Run 1, met1 routing:
Supply wires on this layer in gray.
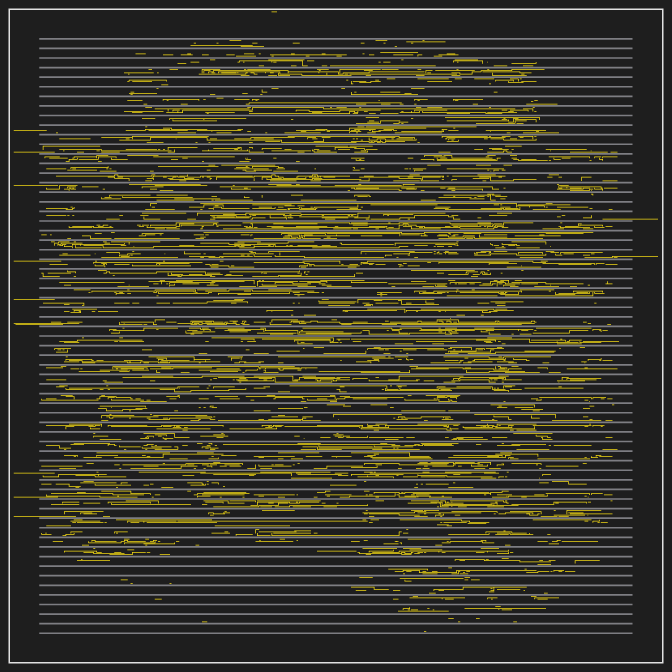
Run 1, routing congestion:
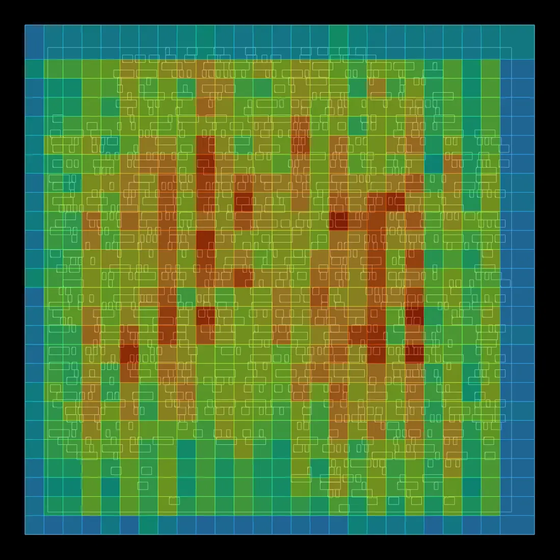
Run 1, local utilization:
The die is cut into 18 by 18 equal tiles; white is low, dark blue is high, 0 to 100% covered.
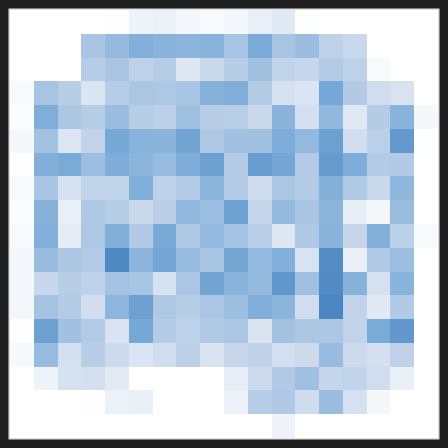
Run 1, cell classes on the final placement:
Bar = 50 um. Fill, decap, tap and diode cells in gray.
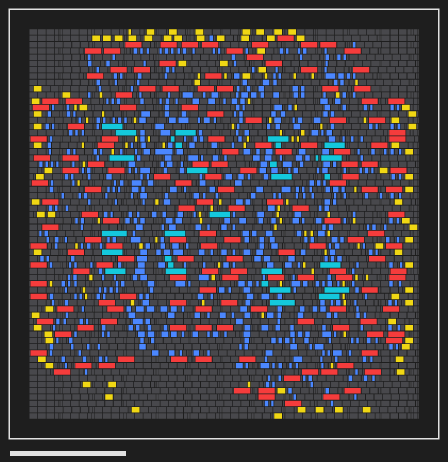
==> src/rtl/imem_loader_pkg.sv <==
// rtl/imem_loader_pkg.sv - shared state encoding and framing constants for imem_loader
package imem_loader_pkg;

  typedef enum logic [2:0] {
    HDR,
    DATA,
    CSUM,
    DONE,
    ERR
  } loader_state_t;

  localparam int BYTES_PER_WORD = 4;
  localparam int HDR_BYTES      = 4;

endpackage

==> src/rtl/imem_loader_byte_assembler.sv <==
// rtl/imem_loader_byte_assembler.sv - packs little-endian bytes into 32-bit words for header, data and trailer
module byte_assembler
  import imem_loader_pkg::*;
(
  input  logic        clk,
  input  logic        reset,
  input  logic        i_clear,
  input  logic        i_byte_valid,
  input  logic [7:0]  i_byte,
  output logic        o_word_valid,
  output logic [31:0] o_word
);

  logic [1:0]  r_cnt;
  logic [23:0] r_shift;

  // The fourth byte is combined combinationally so the word is usable in its own accept cycle.
  assign o_word_valid = i_byte_valid && (r_cnt == 2'(BYTES_PER_WORD - 1));
  assign o_word       = {i_byte, r_shift};

  always_ff @(posedge clk) begin
    if (reset || i_clear) begin
      r_cnt   <= '0;
      r_shift <= '0;
    end else if (i_byte_valid) begin
      r_cnt   <= r_cnt + 2'd1;
      r_shift <= {i_byte, r_shift[23:8]};
    end
  end

endmodule

==> src/rtl/imem_loader.sv <==
// rtl/imem_loader.sv - boot-time instruction memory writer; IMEM_LOADER_CHECKSUM_EN adds a sum trailer check
module imem_loader
  import imem_loader_pkg::*;
#(
  parameter int PC_W       = 32,
  parameter int INSTR_W    = 32,
  parameter int IMEM_DEPTH = 1024,
  parameter int BASE_ADDR  = 0
) (
  input  logic               clk,
  input  logic               reset,
  input  logic               rx_valid_i,
  input  logic [7:0]         rx_data_i,
  output logic               rx_ready_o,
  input  logic               start_i,
  output logic               imem_we_o,
  output logic [PC_W-1:0]    imem_waddr_o,
  output logic [INSTR_W-1:0] imem_wdata_o,
  output logic               cpu_reset_o,
  output logic               done_o,
  output logic               err_o
);

  loader_state_t      r_state;
  loader_state_t      w_state_nxt;
  logic               w_accept;
  logic               w_word_valid;
  logic [31:0]        w_word;
  logic               w_rearm;
  logic               w_hold_done;
  logic [PC_W-1:0]    r_idx;
  logic [PC_W-1:0]    r_last;
  logic               r_we;
  logic [PC_W-1:0]    r_waddr;
  logic [INSTR_W-1:0] r_wdata;
  logic               r_cpu_reset;
  logic               r_done;
  logic               r_err;
`ifdef IMEM_LOADER_CHECKSUM_EN
  logic [31:0]        r_sum;
`endif

  assign rx_ready_o  = !reset && (r_state == HDR || r_state == DATA || r_state == CSUM);
  assign w_accept    = rx_valid_i && rx_ready_o;
  assign w_rearm     = start_i && (r_state == DONE || r_state == ERR);
  assign w_hold_done = (r_state == DONE) && !start_i;

  byte_assembler u_asm (
    .clk          (clk),
    .reset        (reset),
    .i_clear      (w_rearm),
    .i_byte_valid (w_accept),
    .i_byte       (rx_data_i),
    .o_word_valid (w_word_valid),
    .o_word       (w_word)
  );

  always_comb begin
    w_state_nxt = r_state;
    case (r_state)
      HDR: begin
        if (w_word_valid) begin
          if (w_word == 32'd0) begin
`ifdef IMEM_LOADER_CHECKSUM_EN
            w_state_nxt = CSUM;
`else
            w_state_nxt = DONE;
`endif
          end else if (w_word > 32'(IMEM_DEPTH)) begin
            w_state_nxt = ERR;
          end else begin
            w_state_nxt = DATA;
          end
        end
      end
      DATA: begin
        if (w_word_valid && (r_idx == r_last)) begin
`ifdef IMEM_LOADER_CHECKSUM_EN
          w_state_nxt = CSUM;
`else
          w_state_nxt = DONE;
`endif
        end
      end
`ifdef IMEM_LOADER_CHECKSUM_EN
      CSUM: begin
        if (w_word_valid) begin
          w_state_nxt = (w_word == r_sum) ? DONE : ERR;
        end
      end
`endif
      DONE, ERR: begin
        if (start_i) begin
          w_state_nxt = HDR;
        end
      end
      default: w_state_nxt = HDR;
    endcase
  end

  always_ff @(posedge clk) begin
    if (reset) begin
      r_state     <= HDR;
      r_idx       <= '0;
      r_last      <= '0;
      r_we        <= 1'b0;
      r_waddr     <= '0;
      r_wdata     <= '0;
      r_cpu_reset <= 1'b1;
      r_done      <= 1'b0;
      r_err       <= 1'b0;
`ifdef IMEM_LOADER_CHECKSUM_EN
      r_sum       <= '0;
`endif
    end else begin
      r_state     <= w_state_nxt;
      r_we        <= 1'b0;
      // Release the core one cycle after reaching DONE; an error is flagged as soon as it is decided.
      r_done      <= w_hold_done;
      r_cpu_reset <= !w_hold_done;
      r_err       <= (w_state_nxt == ERR);
      if (r_state == HDR && w_word_valid) begin
        r_idx  <= '0;
        r_last <= PC_W'(w_word - 32'd1);
`ifdef IMEM_LOADER_CHECKSUM_EN
        r_sum  <= '0;
`endif
      end
      if (r_state == DATA && w_word_valid) begin
        r_we    <= 1'b1;
        r_waddr <= PC_W'(BASE_ADDR) + r_idx;
        r_wdata <= INSTR_W'(w_word);
        r_idx   <= r_idx + 1'b1;
`ifdef IMEM_LOADER_CHECKSUM_EN
        r_sum   <= r_sum + w_word;
`endif
      end
      if (w_rearm) begin
        r_idx <= '0;
      end
    end
  end

  assign imem_we_o    = r_we;
  assign imem_waddr_o = r_waddr;
  assign imem_wdata_o = r_wdata;
  assign cpu_reset_o  = r_cpu_reset;
  assign done_o       = r_done;
  assign err_o        = r_err;

endmodule

==> config.mk <==
export PLATFORM = sky130hd
export DESIGN_NAME = imem_loader
export DESIGN_NICKNAME = d
export VERILOG_FILES = /design/src/rtl/imem_loader_pkg.sv /design/src/rtl/imem_loader_byte_assembler.sv /design/src/rtl/imem_loader.sv
export SDC_FILE = /design/constraint.sdc
export NUM_CORES = 1
export LEC_CHECK = 0
export CAP_MARGIN = 20
export CELL_PAD_IN_SITES_DETAIL_PLACEMENT = 1
export CELL_PAD_IN_SITES_GLOBAL_PLACEMENT = 1
export CORE_MARGIN = 8
export CORE_UTILIZATION = 25
export DETAILED_ROUTE_END_ITERATION = 7
export GPL_TIMING_DRIVEN = 0
export PLACE_DENSITY_LB_ADDON = 0.1
export SYNTH_ARGS = -nofsm -noshare
export SYNTH_HDL_FRONTEND = slang
export SYNTH_SLANG_ARGS = --single-unit
==> constraint.sdc <==
create_clock -name clk -period 4.9 [get_ports clk]
set_clock_uncertainty 0.15 [all_clocks]
set_input_delay 0.735 -clock clk [delete_from_list [all_inputs] [get_ports clk]]
set_output_delay 0.735 -clock clk [all_outputs]
set_load 0.05 [all_outputs]
==> reports/summary.json, run 1 <==
{
  "routing": {
    "first_iter_violations": 227,
    "met2_length_um": 12200,
    "maxUsedRoutingLayer": "met4",
    "firstDrtPassIters": 4,
    "met1Wirelength_um": 12600,
    "post_drt_via_cell_ratio": 4.65,
    "detail-route-antenna-nets": 0,
    "number_of_remaining_drc_errors": 0,
    "wire_length_on_met3_um": 855
  },
  "setup_path": {
    "path_max_fanout": 10,
    "worstSetupStartpointType": "input port",
    "rrSetupSlack_ns": 1.66,
    "worst_path_required_ns": 4.01,
    "timing.reg2reg.worst_path_depth": 7,
    "endpoint": "rx_ready_o",
    "worstSetupPathType": "in2out",
    "regToRegStartpoint": "r_state[2]",
    "worst_setup_path_end_kind": "output pin",
    "cp.arrival_ns": 3.14,
    "timing.critical_path.from": "reset",
    "rr_endpoint": "imem_wdata_o[1]"
  },
  "flow_run": {
    "stage_log_warnings": 27,
    "cap_violations": 0
  },
  "placement": {
    "gp_congestion": 0.794,
    "dp_area_um2": 8410,
    "place_inst": 1348,
    "portBuffers": 79,
    "post-dp-hpwl_um": 19700,
    "worst_setup_slack_after_placement_ns": 0.548
  },
  "pwr": {
    "power.combinational.total_mw": 0.229,
    "leakage_nw": 2.81,
    "pwr_density_nw_per_um2": 333,
    "p_sw_share_pct": 25.1,
    "internal_power_mw": 2.25,
    "power_leader": "the clock network",
    "finalPower_mw": 3.01,
    "total_clock_network_power_mw": 1.44,
    "p_seq_share_pct": 44.6,
    "power_switching_mw": 0.755,
    "power.share.clock_pct": 47.8,
    "power.share.combinational_pct": 7.6,
    "pg_seq_mw": 1.34,
    "max-vdd-ir-drop_v": 0.000161
  },
  "synth": {
    "most_used_standard_cell_by_instance_count_after_synthesis": "nand2_1",
    "async_reset_ff_share_pct": 0,
    "adder_share_pct": 0.701,
    "enable_flop_cells": 0,
    "synth.comb.largest_family": "simple AND/OR/NAND/NOR gates",
    "synth.avg_cell_area_um2": 8.07,
    "synth.yosys.num_cells": 885,
    "yosysUniqueCellTypes": 50,
    "synthesis.nets": 901,
    "synth_top_area_share_pct": 45.2,
    "synth.yosys.seq_area_share_pct": 45.2,
    "ys_chip_area_um2": 7140,
    "synth_flops": 161,
    "area_leaders": "dfxtp_1, nand2_1, xnor2_1, a21oi_1, clkbuf_1",
    "post_synth_xor_area_fraction_pct": 7.36,
    "ys_top_cells_by_count": "nand2_1, dfxtp_1, a21oi_1",
    "synthCells": 885,
    "largest_area_cell": "dfxtp_1",
    "synthMuxAreaShare_pct": 1.54,
    "netlist_area_um2": 7140,
    "ys_dominant_reg_cell": "dfxtp_1",
    "yosys_warnings": 0
  },
  "clock_tree": {
    "tritoncts.num_buffers": 17,
    "clock_path_buffers": 2,
    "clk_pin_slew_worst_paths_ns": 0.07,
    "cts.root.buffer_cell": "clkbuf_16",
    "tritoncts_num_sinks": 161,
    "cts_tree": "done",
    "clk-insertion-delay-late_ns": 0.43,
    "cts_setup_buffers": 0,
    "cts_hold_buf": 0,
    "h_tree_level_count": 4,
    "cts-resized-gates": 0
  },
  "finish": {
    "filler_cell_count": 3453,
    "sequential_cell_area_um2": 3220,
    "layout.nets": 1000,
    "post_route_cells_drive_above_1_share_pct": 6.43,
    "fin_area_um2": 9030,
    "layout.cells.non_filler": 1379,
    "layout.cells.most_common_list": "nand2_1, dfxtp_1, a21oi_1, clkdlybuf4s50_1, clkbuf_1",
    "mostFrequentLayoutCell": "nand2_1",
    "n_antenna_cell": 0,
    "flow.area_growth_from_synthesis_pct": 26.5,
    "multi_input_comb_area_um2": 3590
  },
  "worst_hold_path": {
    "timing.hold.worst.start": "imem_waddr_o[12]",
    "hold-path-cell-count": 2,
    "min_path_type": "reg2reg",
    "hold_path_end": "imem_waddr_o[12]"
  },
  "timing": {
    "transition_time_at_the_pin_with_the_least_slew_margin_ns": 0.833,
    "post_route_setup_tns_ns": 0,
    "layout_setup_ws_ns": 0.876,
    "finalClockPeriodUsage_pct": 82.1,
    "timing.final.setup_violations": 0,
    "final_max_slew_viol_count": 0,
    "period_minus_slack_ns": 4.02,
    "hold_violations": 0,
    "final.hold.worst_slack_ns": 0.302,
    "max_freq_mhz": 249,
    "headroom_to_the_max_slew_limit_pct": 44.5,
    "grt_setup_unrepaired": "no"
  },
  "global_routing": {
    "grt_antenna_before_repair": 0,
    "grt_start_max_net_pins": 17,
    "grt_first_pass_wirelength_um": 40200,
    "grt_pass1_vias": 6449,
    "grt_resource_usage_total_pct": 15.4,
    "global_route.usage.met3_pct": 2.86
  },
  "floorplanning": {
    "floorplan.initialDensity_pct": 25.1,
    "num_io_pins": 81,
    "floorplan.core_area_um2": 28400,
    "dieWidth_um": 185,
    "design.die.area_um2": 34200,
    "die_height_um": 185
  },
  "run_status": {
    "run_status": "finished, final reports clean"
  }
}
Back to the opening pictures, 'met1 routing':
wire length on this layer: 12,600 um
share of all routed wire: 49%
Routed Wire Length: 25,900 um
global-route track usage on met1: 20.4%
via count: 6,410

Back to the opening pictures, 'routing congestion':
met2 track demand over resource in global routing: 25.8%
fin util: 31.8%
post-detailed-route wirelength per cell: 18.8 um
most heavily used metal layer in global routing: met2

Back to the opening pictures, 'local utilization':
fullest tile: 64%
mean over tiles: 25%
nearly empty tiles: 20%
densest ninth of the die: middle
emptiest ninth of the die: bottom left

Back to the opening pictures, 'cell classes on the final placement':
[blue] all other logic | cells: 649
[red] flip-flops | cells: 161
[yellow] other buffers and delay cells | cells: 155
[cyan] clock drivers and dummy loads | cells: 30

-- run 1: cell type report --
| cell class | instances | area share [%] |
|---|---|---|
| clock inverters | 12 | 2.02 |
| flip-flops and latches | 161 | 35.7 |
| multi-input cells | 641 | 39.8 |
| inverters | 8 | 0.333 |
| plain buffers | 75 | 3.22 |
| repair buffers | 80 | 8.84 |
| well taps | 384 | 5.32 |
| clock buffers | 18 | 4.75 |
-- run 1: worst max-delay path, cell delays in order --
cell	delay, ns
clkdlybuf4s50_1	0.47
clkbuf_1	0.52
buf_1	0.55
a211oi_1	0.12
clkdlybuf4s50_1	0.74
==> inputs of run 2 (changes only) <==
Clock period 4.9 ns to 4.1 ns, I/O delays scaled along.
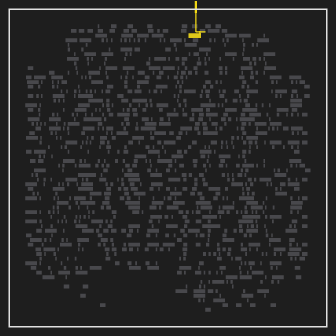
Run 2: nets reached from selected ports
[yellow] cpu_reset_o | direction: output | end cells: 1 | buffers: 1 | wire: 20.1 um
IO Pins: 81
count of buffers from port buffering: 79

==> run 2 against run 1 <==
  * Combinational power increased by 19%
  * Critical path depth increased by 4
  * Clock power up 19%
  * Cell count stayed put
  * Non-clock buffer count did not move
  * Clock-buffer cell count stayed put
  * Critical path type is now in2reg
  * Critical endpoint is now imem_wdata_o[1]
==> reports/summary.json, run 2 <==
{
  "run_status": {
    "run_status": "finished, final reports clean"
  },
  "global_routing": {
    "grt_first_pass_wirelength_um": 40200,
    "grt_pass1_vias": 6449,
    "grtUsageMet2_pct": 25.8,
    "grt_resource_usage_total_pct": 15.4,
    "grt_busiest_layer": "met2",
    "grt_antenna_before_repair": 0,
    "grt_start_max_net_pins": 17
  },
  "synth": {
    "netlist_area_um2": 7140,
    "adder_share_pct": 0.701,
    "synth_flops": 161,
    "yosysUniqueCellTypes": 50,
    "ys_chip_area_um2": 7140,
    "ys_dominant_reg_cell": "dfxtp_1",
    "area_leaders": "dfxtp_1, nand2_1, xnor2_1, a21oi_1, clkbuf_1",
    "synth.avg_cell_area_um2": 8.07,
    "largest_area_cell": "dfxtp_1",
    "synthesis.nets": 901,
    "yosys_warnings": 0,
    "enable_flop_cells": 0,
    "synthMuxAreaShare_pct": 1.54,
    "synth.comb.largest_family": "simple AND/OR/NAND/NOR gates"
  },
  "clock_tree": {
    "clk-insertion-delay-late_ns": 0.43,
    "clk_pin_slew_worst_paths_ns": 0.07,
    "cts_tree": "done",
    "cts.root.buffer_cell": "clkbuf_16",
    "tritoncts.num_buffers": 17,
    "h_tree_level_count": 4
  },
  "setup_path": {
    "timing.critical_path.from": "reset",
    "regToRegStartpoint": "r_state[2]",
    "crit_chain": "clkdlybuf4s50_1, clkbuf_1, nor3b_1, nand2_1, inv_2, clkbuf_1, buf_1, nand2_1, a21oi_1",
    "max_stage_delay_ns": 0.56,
    "endpoint": "imem_wdata_o[1]",
    "crit_path_top_delay_cell": "buf_1",
    "timing.reg2reg.worst_path_depth": 7,
    "worst_path_required_ns": 4.31,
    "buf_inv_on_cp": 5,
    "rr_endpoint": "imem_wdata_o[1]"
  },
  "timing": {
    "headroom_to_the_max_slew_limit_pct": 44.5,
    "final_max_slew_viol_count": 0,
    "transition_time_at_the_pin_with_the_least_slew_margin_ns": 0.833,
    "finalClockPeriodUsage_pct": 94.0,
    "period_minus_slack_ns": 3.85,
    "layout_setup_ws_ns": 0.248,
    "hold_violations": 0
  },
  "finish": {
    "filler_cell_count": 3453,
    "finalCoreUtilization_pct": 31.8,
    "n_antenna_cell": 0,
    "post_route_cells_drive_above_1_share_pct": 6.43,
    "layout.cells.most_common_list": "nand2_1, dfxtp_1, a21oi_1, clkdlybuf4s50_1, clkbuf_1"
  },
  "routing": {
    "wire_length_on_met3_um": 855,
    "met2_length_um": 12200,
    "wirelength_um": 25900,
    "detail-route-antenna-nets": 0,
    "number_of_remaining_drc_errors": 0,
    "post_drt_via_cell_ratio": 4.65,
    "firstDrtPassIters": 4,
    "maxUsedRoutingLayer": "met4"
  },
  "pwr": {
    "total_clock_network_power_mw": 1.72,
    "p_seq_share_pct": 44.6,
    "power_leader": "the clock network",
    "power_switching_mw": 0.903,
    "p_sw_share_pct": 25.1,
    "max-vdd-ir-drop_v": 0.000193,
    "leakage_nw": 2.81
  },
  "floorplanning": {
    "design.die.area_um2": 34200,
    "floorplan.initialDensity_pct": 25.1
  },
  "flow_run": {
    "stage_log_warnings": 27,
    "cap_violations": 0
  }
}
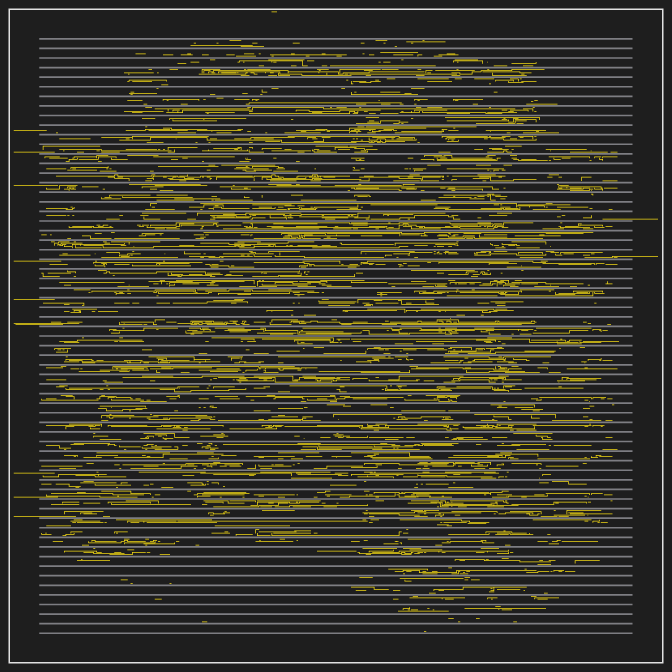
Run 2: met1 routing
Supply wires on this layer in gray.
wire length on this layer: 12,600 um
nets with wire on the layer: 925
share of all routed wire: 49%
main direction: horizontal
longest straight run: 89.7 um

run 2: cell counts after synthesis:
Identical to the previous run, type by type.
run 2: metrics by stage:
stage	cells	TNS (ns)	area, um^2	total power, mW	hold WS, ns
final	1379	0	9030	3.59	0.302
after global routing	1379	0	9030	3.73	0.321
after CTS	1378	0	9020	3.65	0.306
after detailed placement	1348	-0.132	8410	1.91	0.296
after global placement	1348	-0.185	8410	1.91	0.293
after floorplan	885	0	7140	1.81	0.290
run 2: layout make-up:
class	instances	area, um^2	share of cell area [%]
Inverter	8	30.0	0.333
Tap cell	384	480	5.32
Clock buffer	18	429	4.75
Clock inverter	12	183	2.02
Timing Repair Buffer	80	798	8.84
Buffer	75	290	3.22
Multi-Input combinational cell	641	3590	39.8
Sequential cell	161	3220	35.7
==> inputs of run 3 (changes only) <==
Clock period 4.1 ns to 4.8 ns, I/O delays scaled along.
==> run 3 against run 2 <==
  * Die size stayed put
  * Worst setup slack better by 0.56 ns
  * Design area stayed put
  * Sequential share of layout area stayed put
  * Clock-buffer cell count stayed put
  * Sequential power is 14% lower
  * Global-route usage stayed put
  * First-iteration DRC count stayed put
  * Synthesized cell count stayed put
  * Critical path depth is 4 lower
  * Highest routed layer unchanged
==> reports/summary.json, run 3 <==
{
  "run_status": {
    "run_status": "finished, final reports clean"
  },
  "setup_path": {
    "rrSetupSlack_ns": 1.56,
    "crit_top_cell": "clkdlybuf4s50_1",
    "worstSetupPathType": "in2out",
    "rr_endpoint": "imem_wdata_o[1]",
    "worstSetupStartpointType": "input port",
    "buf_inv_on_cp": 4,
    "worst_setup_path_end_kind": "output pin",
    "regToRegStartpoint": "r_state[2]",
    "crit_chain": "clkdlybuf4s50_1, clkbuf_1, buf_1, a211oi_1, clkdlybuf4s50_1",
    "timing.reg2reg.worst_path_depth": 7,
    "cp_num_cells": 5,
    "max_stage_delay_ns": 0.74,
    "cpLargestDelayFamily": "buffers and inverters",
    "path_max_fanout": 10,
    "worst_path_required_ns": 3.93,
    "endpoint": "rx_ready_o",
    "crit_path_top_delay_cell": "clkdlybuf4s50_1",
    "cp.arrival_ns": 3.12,
    "timing.critical_path.from": "reset"
  },
  "clock_tree": {
    "h_tree_level_count": 4,
    "cts_hold_buf": 0,
    "cts-resized-gates": 0,
    "tritoncts.num_buffers": 17,
    "cts_setup_buffers": 0,
    "clk-insertion-delay-late_ns": 0.43,
    "cts.root.buffer_cell": "clkbuf_16",
    "cts_tree": "done",
    "clk_pin_slew_worst_paths_ns": 0.07,
    "clock_path_buffers": 2,
    "tritoncts_num_sinks": 161
  },
  "routing": {
    "number_of_remaining_drc_errors": 0,
    "detailroute.via_count": 6410,
    "maxUsedRoutingLayer": "met4",
    "met2_length_um": 12200,
    "wire_length_on_met3_um": 855,
    "met1Wirelength_um": 12600,
    "wirelength_um": 25900,
    "drt-wirelength-per-cell_um": 18.8,
    "first_iter_violations": 227,
    "firstDrtPassIters": 4,
    "post_drt_via_cell_ratio": 4.65,
    "detail-route-antenna-nets": 0
  },
  "finish": {
    "mostFrequentLayoutCell": "nand2_1",
    "n_antenna_cell": 0,
    "flow.area_growth_from_synthesis_pct": 26.5,
    "layout.nets": 1000,
    "post_route_cells_drive_above_1_share_pct": 6.43,
    "finalCoreUtilization_pct": 31.8,
    "layout.cells.most_common_list": "nand2_1, dfxtp_1, a21oi_1, clkdlybuf4s50_1, clkbuf_1",
    "fin_area_um2": 9030
  },
  "global_routing": {
    "gr-total-overflow": 0,
    "grt_start_max_net_pins": 17,
    "grt_first_pass_wirelength_um": 40200,
    "grt_pass1_vias": 6449,
    "groute.layer.met1.usage_pct": 20.4,
    "grt_busiest_layer": "met2",
    "grtUsageMet2_pct": 25.8,
    "grt_antenna_before_repair": 0
  },
  "timing": {
    "post_route_setup_tns_ns": 0,
    "transition_time_at_the_pin_with_the_least_slew_margin_ns": 0.833,
    "period_minus_slack_ns": 3.99,
    "max_freq_mhz": 250,
    "headroom_to_the_max_slew_limit_pct": 44.5,
    "hold_violations": 0,
    "timing.final.setup_violations": 0,
    "grt_setup_unrepaired": "no",
    "final_max_slew_viol_count": 0,
    "finalClockPeriodUsage_pct": 83.2
  },
  "placement": {
    "portBuffers": 79,
    "dp_area_um2": 8410,
    "gp_congestion": 0.794,
    "post-dp-hpwl_um": 19700
  },
  "pwr": {
    "power_switching_mw": 0.771,
    "leakage_nw": 2.81,
    "p_sw_share_pct": 25.1,
    "max-vdd-ir-drop_v": 0.000164,
    "p_seq_share_pct": 44.6,
    "power.share.combinational_pct": 7.6,
    "pg_seq_mw": 1.37,
    "total_clock_network_power_mw": 1.47,
    "power.share.clock_pct": 47.8,
    "internal_power_mw": 2.30,
    "pwr_density_nw_per_um2": 340,
    "power_leader": "the clock network",
    "power.combinational.total_mw": 0.233,
    "finalPower_mw": 3.07
  },
  "floorplanning": {
    "floorplan.initialDensity_pct": 25.1,
    "dieWidth_um": 185,
    "placement_rows": 62,
    "num_io_pins": 81,
    "design.die.area_um2": 34200,
    "die_height_um": 185,
    "floorplan.core_area_um2": 28400
  },
  "flow_run": {
    "stage_log_warnings": 27,
    "cap_violations": 0
  },
  "synth": {
    "synthCells": 885,
    "yosysUniqueCellTypes": 50,
    "netlist_area_um2": 7140,
    "ys_chip_area_um2": 7140,
    "synth.yosys.seq_area_share_pct": 45.2,
    "synth.avg_cell_area_um2": 8.07,
    "most_used_standard_cell_by_instance_count_after_synthesis": "nand2_1",
    "enable_flop_cells": 0,
    "aoi_share_pct": 14.5,
    "async_reset_ff_share_pct": 0,
    "largest_area_cell": "dfxtp_1",
    "adder_share_pct": 0.701,
    "ys_top_cells_by_count": "nand2_1, dfxtp_1, a21oi_1",
    "post_synth_xor_area_fraction_pct": 7.36,
    "ys_dominant_reg_cell": "dfxtp_1",
    "synth.comb.largest_family": "simple AND/OR/NAND/NOR gates",
    "area_leaders": "dfxtp_1, nand2_1, xnor2_1, a21oi_1, clkbuf_1",
    "synth_flops": 161,
    "yosys_warnings": 0,
    "synth.yosys.num_cells": 885,
    "synthesis.nets": 901,
    "synthMuxAreaShare_pct": 1.54,
    "synth_top_area_share_pct": 45.2,
    "simple_gate_area_share_pct": 26.2
  },
  "worst_hold_path": {
    "min_path_type": "reg2reg",
    "hold-path-cell-count": 2,
    "hold_path_end": "imem_waddr_o[12]",
    "timing.hold.worst.start": "imem_waddr_o[12]"
  }
}
## run 3: stage by stage
step / instances / worst slack, ns / hold WS [ns]
5_1_grt: 1379 / 0.676 / 0.321
6_report: 1379 / 0.806 / 0.302
4_1_cts: 1378 / 0.815 / 0.306
2_1_floorplan: 885 / 1.64 / 0.290
3_5_place_dp: 1348 / 0.463 / 0.296
3_3_place_gp: 1348 / 0.423 / 0.293
## run 3: layout make-up
type | count | area [um^2]
Clock buffer | 18 | 429
Sequential cell | 161 | 3220
Timing Repair Buffer | 80 | 798
Buffer | 75 | 290
Clock inverter | 12 | 183
Multi-Input combinational cell | 641 | 3590
Inverter | 8 | 30.0
Fill cell | 3453 | 19400
Tap cell | 384 | 480
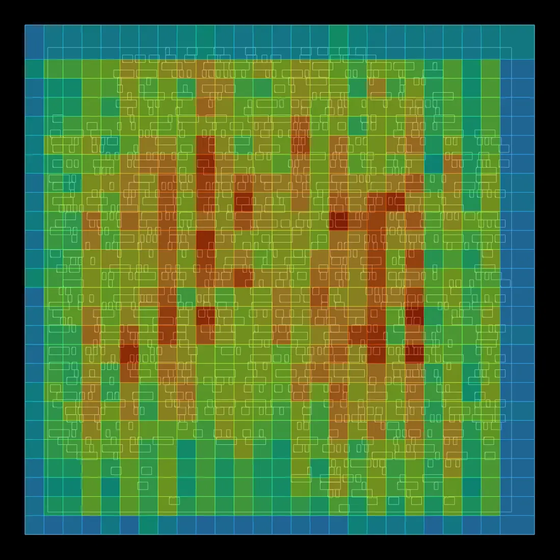
Run 3: routing congestion
met3 layer usage reported by global route: 2.86%
GRT Resource Usage Total: 15.4%

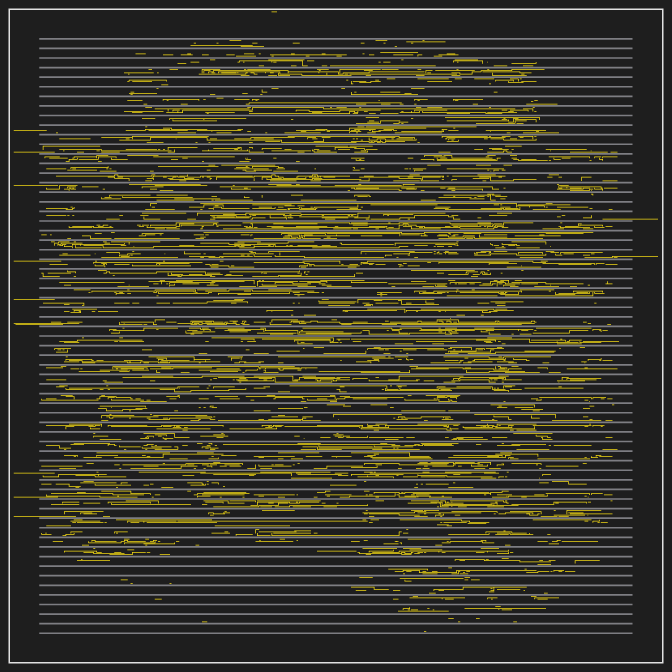
Run 3: met1 routing
Supply wires on this layer in gray.
longest straight run: 89.7 um
main direction: horizontal
share of all routed wire: 49%

Power and IR drop assume default switching activity.
